===== config.mk =====
export PLATFORM = sky130hd
export DESIGN_NAME = rv32i_timer_target
export DESIGN_NICKNAME = d
export VERILOG_FILES = /design/src/rtl/rv32i_timer_target.sv
export SDC_FILE = /design/constraint.sdc
export NUM_CORES = 1
export LEC_CHECK = 0
export CAP_MARGIN = 20
export CORE_MARGIN = 2
export CORE_UTILIZATION = 50
export DETAILED_ROUTE_END_ITERATION = 8
export PLACE_DENSITY = 0.72
export RECOVER_POWER = 25
export SYNTH_ARGS = -nofsm -noshare
export SYNTH_HDL_FRONTEND = slang
export SYNTH_SLANG_ARGS = --single-unit

===== constraint.sdc =====
create_clock -name clk_i -period 11 [get_ports clk_i]
set_input_delay 3.3 -clock clk_i [delete_from_list [all_inputs] [get_ports clk_i]]
set_output_delay 3.3 -clock clk_i [all_outputs]
set_load 0.01 [all_outputs]

===== src/rtl/rv32i_timer_target.sv =====
// rv32i_timer_target
//   Memory-mapped timer target on the 16-bit rv32i memory port. It holds a 32-bit machine
//   timer, a 32-bit compare register with a level interrupt, and a scratch register. Each
//   accepted request completes with a one-cycle ready_o pulse, LATENCY cycles after acceptance.
//
//   Ports:
//     clk_i            clock, rising edge
//     reset_i          asynchronous, active-high reset
//     select_i         region strobe from the address decoder
//     read_i/write_i   request type, qualified by select_i
//     addr_i           byte address within the region (bit 0 ignored)
//     data_i           write data
//     data_o           read data; valid while ready_o=1, held afterwards
//     ready_o          one-cycle completion pulse
//     illegal_access_o pulses with ready_o on an undefined address or read+write request
//     irq_o            timer interrupt level (pending & irq enable)
//
//   Register map (byte address): 0x0 TIME_L, 0x2 TIME_H (snapshot taken at TIME_L accept),
//   0x4 CMP_L, 0x6 CMP_H, 0x8 CTRL {pending(W1C), irq_en, timer_en}, 0xA SCRATCH.
//
//   Optional feature: define RV32I_TIMER_PRESCALE_EN to advance the timer once every
//   PRESCALE enabled cycles instead of every cycle.

module rv32i_timer_target #(
  parameter int unsigned PORT_LEN  = 16,
  parameter int unsigned ADDR_BITS = 4,
  parameter int unsigned LATENCY   = 1,
  parameter int unsigned PRESCALE  = 8
) (
  input  logic                 clk_i,
  input  logic                 reset_i,
  input  logic                 select_i,
  input  logic                 read_i,
  input  logic                 write_i,
  input  logic [ADDR_BITS-1:0] addr_i,
  input  logic [PORT_LEN-1:0]  data_i,
  output logic [PORT_LEN-1:0]  data_o,
  output logic                 ready_o,
  output logic                 illegal_access_o,
  output logic                 irq_o
);

  localparam int unsigned HwW = ADDR_BITS - 1;
  localparam logic [HwW-1:0] HwTimeL   = HwW'(0);
  localparam logic [HwW-1:0] HwTimeH   = HwW'(1);
  localparam logic [HwW-1:0] HwCmpL    = HwW'(2);
  localparam logic [HwW-1:0] HwCmpH    = HwW'(3);
  localparam logic [HwW-1:0] HwCtrl    = HwW'(4);
  localparam logic [HwW-1:0] HwScratch = HwW'(5);

  if (PORT_LEN != 16 || ADDR_BITS < 4 || LATENCY < 1 || LATENCY > 15 || PRESCALE < 1)
  begin : g_bad_params
    $error("rv32i_timer_target: unsupported parameter value");
  end

  typedef enum logic [1:0] {StIdle, StWait, StResp} state_e;

  state_e                state_q;
  logic [3:0]            cnt_q;
  logic                  wr_q;
  logic                  bad_q;
  logic                  ready_q;
  logic [HwW-1:0]        hw_q;
  logic [PORT_LEN-1:0]   wdata_q;
  logic [PORT_LEN-1:0]   hold_q;
  logic [15:0]           snap_q;

  logic [31:0]           timer_q, timer_d;
  logic [31:0]           cmp_q, cmp_d;
  logic                  tmr_en_q, tmr_en_d;
  logic                  irq_en_q, irq_en_d;
  logic                  pend_q, pend_d;
  logic [PORT_LEN-1:0]   scratch_q, scratch_d;

  logic                  req;
  logic                  req_bad;
  logic [HwW-1:0]        req_hw;
  logic                  wr_commit;
  logic                  wr_ctrl;
  logic                  tick;
  logic [PORT_LEN-1:0]   rdata;
  logic                  unused_addr0;

  assign unused_addr0 = addr_i[0];

  assign req     = select_i & (read_i | write_i);
  assign req_hw  = addr_i[ADDR_BITS-1:1];
  assign req_bad = (read_i & write_i) | (req_hw > HwScratch);

  // Writes land on the clock edge that closes the response cycle.
  assign wr_commit = (state_q == StResp) & wr_q & ~bad_q;
  assign wr_ctrl   = wr_commit & (hw_q == HwCtrl);

`ifdef RV32I_TIMER_PRESCALE_EN
  localparam int unsigned PrescW = (PRESCALE > 1) ? $clog2(PRESCALE) : 1;
  logic [PrescW-1:0] presc_q, presc_d;

  assign tick = tmr_en_q & (presc_q == PrescW'(PRESCALE - 1));

  always_comb begin
    presc_d = presc_q;
    if (wr_ctrl && !wdata_q[0]) begin
      presc_d = '0;
    end else if (tmr_en_q) begin
      presc_d = tick ? '0 : presc_q + PrescW'(1);
    end
  end

  always_ff @(posedge clk_i or posedge reset_i) begin
    if (reset_i) presc_q <= '0;
    else         presc_q <= presc_d;
  end
`else
  assign tick = tmr_en_q;
`endif

  // Read data comes from register state during the response cycle.
  always_comb begin
    rdata = '0;
    if (!bad_q) begin
      case (hw_q)
        HwTimeL:   rdata = timer_q[15:0];
        HwTimeH:   rdata = snap_q;
        HwCmpL:    rdata = cmp_q[15:0];
        HwCmpH:    rdata = cmp_q[31:16];
        HwCtrl:    rdata = {13'b0, pend_q, irq_en_q, tmr_en_q};
        HwScratch: rdata = scratch_q;
        default:   rdata = '0;
      endcase
    end
  end

  assign data_o           = ready_q ? rdata : hold_q;
  assign ready_o          = ready_q;
  assign illegal_access_o = ready_q & bad_q;
  assign irq_o            = pend_q & irq_en_q;

  always_comb begin
    timer_d   = timer_q + 32'(tick);
    cmp_d     = cmp_q;
    tmr_en_d  = tmr_en_q;
    irq_en_d  = irq_en_q;
    pend_d    = pend_q;
    scratch_d = scratch_q;
    if (wr_commit) begin
      case (hw_q)
        HwTimeL:   timer_d[15:0]  = wdata_q;
        HwTimeH:   timer_d[31:16] = wdata_q;
        HwCmpL:    cmp_d[15:0]    = wdata_q;
        HwCmpH:    cmp_d[31:16]   = wdata_q;
        HwCtrl: begin
          tmr_en_d = wdata_q[0];
          irq_en_d = wdata_q[1];
          if (wdata_q[2]) pend_d = 1'b0;
        end
        HwScratch: scratch_d = wdata_q;
        default: ;
      endcase
    end
    // Match set overrides a same-cycle clear.
    if (tmr_en_q && (timer_q == cmp_q)) pend_d = 1'b1;
  end

  always_ff @(posedge clk_i or posedge reset_i) begin
    if (reset_i) begin
      timer_q   <= '0;
      cmp_q     <= '0;
      tmr_en_q  <= 1'b0;
      irq_en_q  <= 1'b0;
      pend_q    <= 1'b0;
      scratch_q <= '0;
    end else begin
      timer_q   <= timer_d;
      cmp_q     <= cmp_d;
      tmr_en_q  <= tmr_en_d;
      irq_en_q  <= irq_en_d;
      pend_q    <= pend_d;
      scratch_q <= scratch_d;
    end
  end

  always_ff @(posedge clk_i or posedge reset_i) begin
    if (reset_i) begin
      state_q <= StIdle;
      cnt_q   <= '0;
      wr_q    <= 1'b0;
      bad_q   <= 1'b0;
      ready_q <= 1'b0;
      hw_q    <= '0;
      wdata_q <= '0;
      hold_q  <= '0;
      snap_q  <= '0;
    end else begin
      case (state_q)
        StIdle: begin
          if (req) begin
            wr_q    <= write_i;
            bad_q   <= req_bad;
            hw_q    <= req_hw;
            wdata_q <= data_i;
            cnt_q   <= 4'(LATENCY - 1);
            // TIME_H reads return the upper half as it stood when TIME_L was accepted.
            if (!req_bad && (req_hw == HwTimeL)) snap_q <= timer_q[31:16];
            if (LATENCY == 1) begin
              state_q <= StResp;
              ready_q <= 1'b1;
            end else begin
              state_q <= StWait;
            end
          end
        end
        StWait: begin
          cnt_q <= cnt_q - 4'd1;
          if (cnt_q == 4'd1) begin
            state_q <= StResp;
            ready_q <= 1'b1;
          end
        end
        StResp: begin
          ready_q <= 1'b0;
          hold_q  <= rdata;
          state_q <= StIdle;
        end
        default: begin
          ready_q <= 1'b0;
          state_q <= StIdle;
        end
      endcase
    end
  end

endmodule

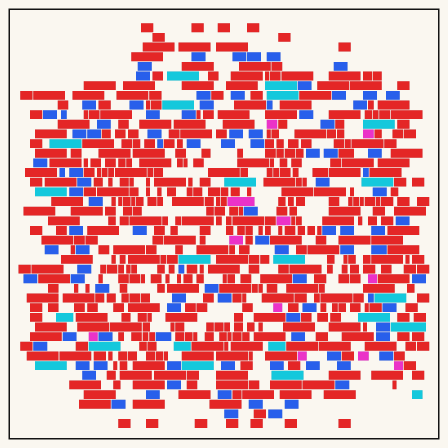
**Above:** cell sizes after repair.
drive 1 or less -> red  # cells 485, share 78%
drive 2 -> blue  # cells 100, share 16%
drive 6 and up -> cyan  # cells 22, share 3.6%
drive 3 to 4 -> magenta  # cells 11, share 1.8%
nonclk buf count: 47
final worst slack: 3.00 ns
Post-Layout Inst Area: 7840 um2

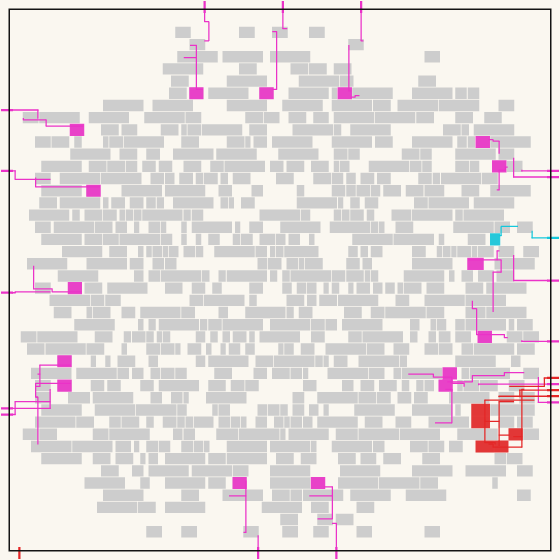
**Above:** I/O nets highlighted.
addr_i -> red  # bits 4, direction input, end cells 5, buffers 3, wire 94.5 um
irq_o -> cyan  # bits 1, direction output, end cells 1, buffers 1, wire 11.2 um
data_o -> magenta  # bits 16, direction output, end cells 16, buffers 16, wire 399 um

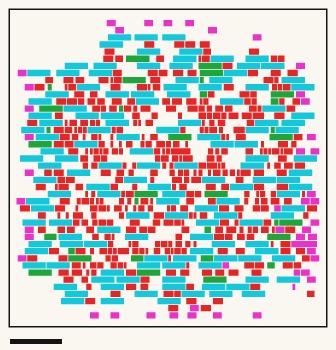
**Above:** cells colored by class.
Scale bar: 20 um.
clock drivers and dummy loads -> green  # cells 32, share of their area 7.1%
other buffers and delay cells -> magenta  # cells 47, share of their area 6.2%
all other logic -> red  # cells 402, share of their area 42%
flops -> cyan  # cells 137, share of their area 45%
Seq/total area: 43.7%
core area: 13200 um2
Site Rows: 42

## worst paths after layout
path,startpoint,endpoint,depth (start not counted)
max,hw_q[2]$_DFFE_PP0P_,data_o[15],6
min,hold_q[12]$_DFFE_PP0P_,hold_q[12]$_DFFE_PP0P_,1
max reg2reg,hw_q[2]$_DFFE_PP0P_,scratch_q[0]$_DFFE_PP0P_,4
min reg2reg,hold_q[12]$_DFFE_PP0P_,hold_q[12]$_DFFE_PP0P_,1
max in group asynchronous,reset_i,hold_q[4]$_DFFE_PP0P_,3
min in group asynchronous,reset_i,hw_q[2]$_DFFE_PP0P_,2
## state kept, by name, indices dropped and copies added (netlist names)
signal,flops
pend_q,1
hold_q,16
cmp_q,32
scratch_q,16
wdata_q,16
tick,1
bad_q,1
hw_q,3
timer_q,32
wr_q,1
snap_q,16
irq_en_q,1
ready_o,1
==> results.yml <==
# generated from flow reports
floorplan:
  fp.dieH_um: 121
  die_width_um: 121
  io_pins: 44
  die-area_um2: 14500
logic_synthesis:
  topCellsByArea: "dfrtp_1, mux2_2, xor2_1, mux2i_1, a22o_1"
  yosys-stat-cells: 581
  synth_chip_area_um2: 6800
  edf_count: 0
  ys_top_cells_by_count: "dfrtp_1, mux2_2, xor2_1, nand2_1, nor2_1"
  synth-adder-area-share_pct: 0.368
  most_common_cell: "dfrtp_1"
  synthesis.nets: 608
  synth-async-reset-ratio_pct: 100
  syn_area_um2: 6800
  postSynthSeqShare_pct: 50.4
  numSynthFlops: 137
  logic_family: "multiplexers"
cts:
  clk_latency_ns: 0.43
  cts_buffer_depth: 2
  cts_hold_buf: 0
  htree_levels: 4
  cts_tree: "done"
  cts_resized: 0
  postCtsSetupBuffers: 0
  numCtsBuffers: 17
placed_design:
  place_area_um2: 7280
  dp_hpwl_um: 10700
  io_buffers: 42
  globalplace.congestion: 0.872
power:
  clkPwrFrac_pct: 27.0
  peakVddDrop_mv: 0.155
  powerDensity_nw_per_um2: 245
  intPower_mw: 1.26
  p_sw_mw: 0.666
  top_power_group: "sequential cells"
final_timing:
  final-setup-viol-count: 0
  fmax_mhz: 125
  rsz0062_at_grt: "false"
  relSlewSlack_pct: -66.7
  slew_violations: 54
cells_and_area:
  final-comb-area_um2: 3160
  comb_share_pct: 40.3
  inverters: 4
  fillCellCount: 1094
  final-nonclk-buf-share_pct: 6.05
  regArea_um2: 3430
  num_antenna_cells: 0
  drive_gt1_share_pct: 21.5
  final_nets: 632
global_routing:
  grt_first_pass_wirelength_um: 27200
  grt-ovfl-total: 0
  grtUsageMet2_pct: 39.3
  grt_start_max_net_pins: 72
  grt_most_used_layer: "met2"
  grt_pass1_vias: 4870
job:
  drv_cap: 2
  warnings: 27
critical_path:
  cp_cell_sequence: "clkbuf_1, nor3b_1, nand2_1, o221ai_1, a22o_1, clkdlybuf4s50_1"
  required_ns: 7.70
  cp_slowest_cell: "clkbuf_1"
  end_kind: "output port"
  critPathArrivalTime_ns: 4.70
  worst-path-buf-inv: 2
routing:
  wl_met3_um: 936
  vias: 4889
  drc_errors: 0
  routed.top_layer: "met4"
  drt_wl_total_um: 16900
  firstDrtPassIters: 5
  viasPerCell: 6.16
  wire_per_inst_um: 21.3
status:
  violations: "capacitance limit, slew limit"
  status: "finished with violations"
Power figures rest on the tool's default switching activity, not on a simulated workload.
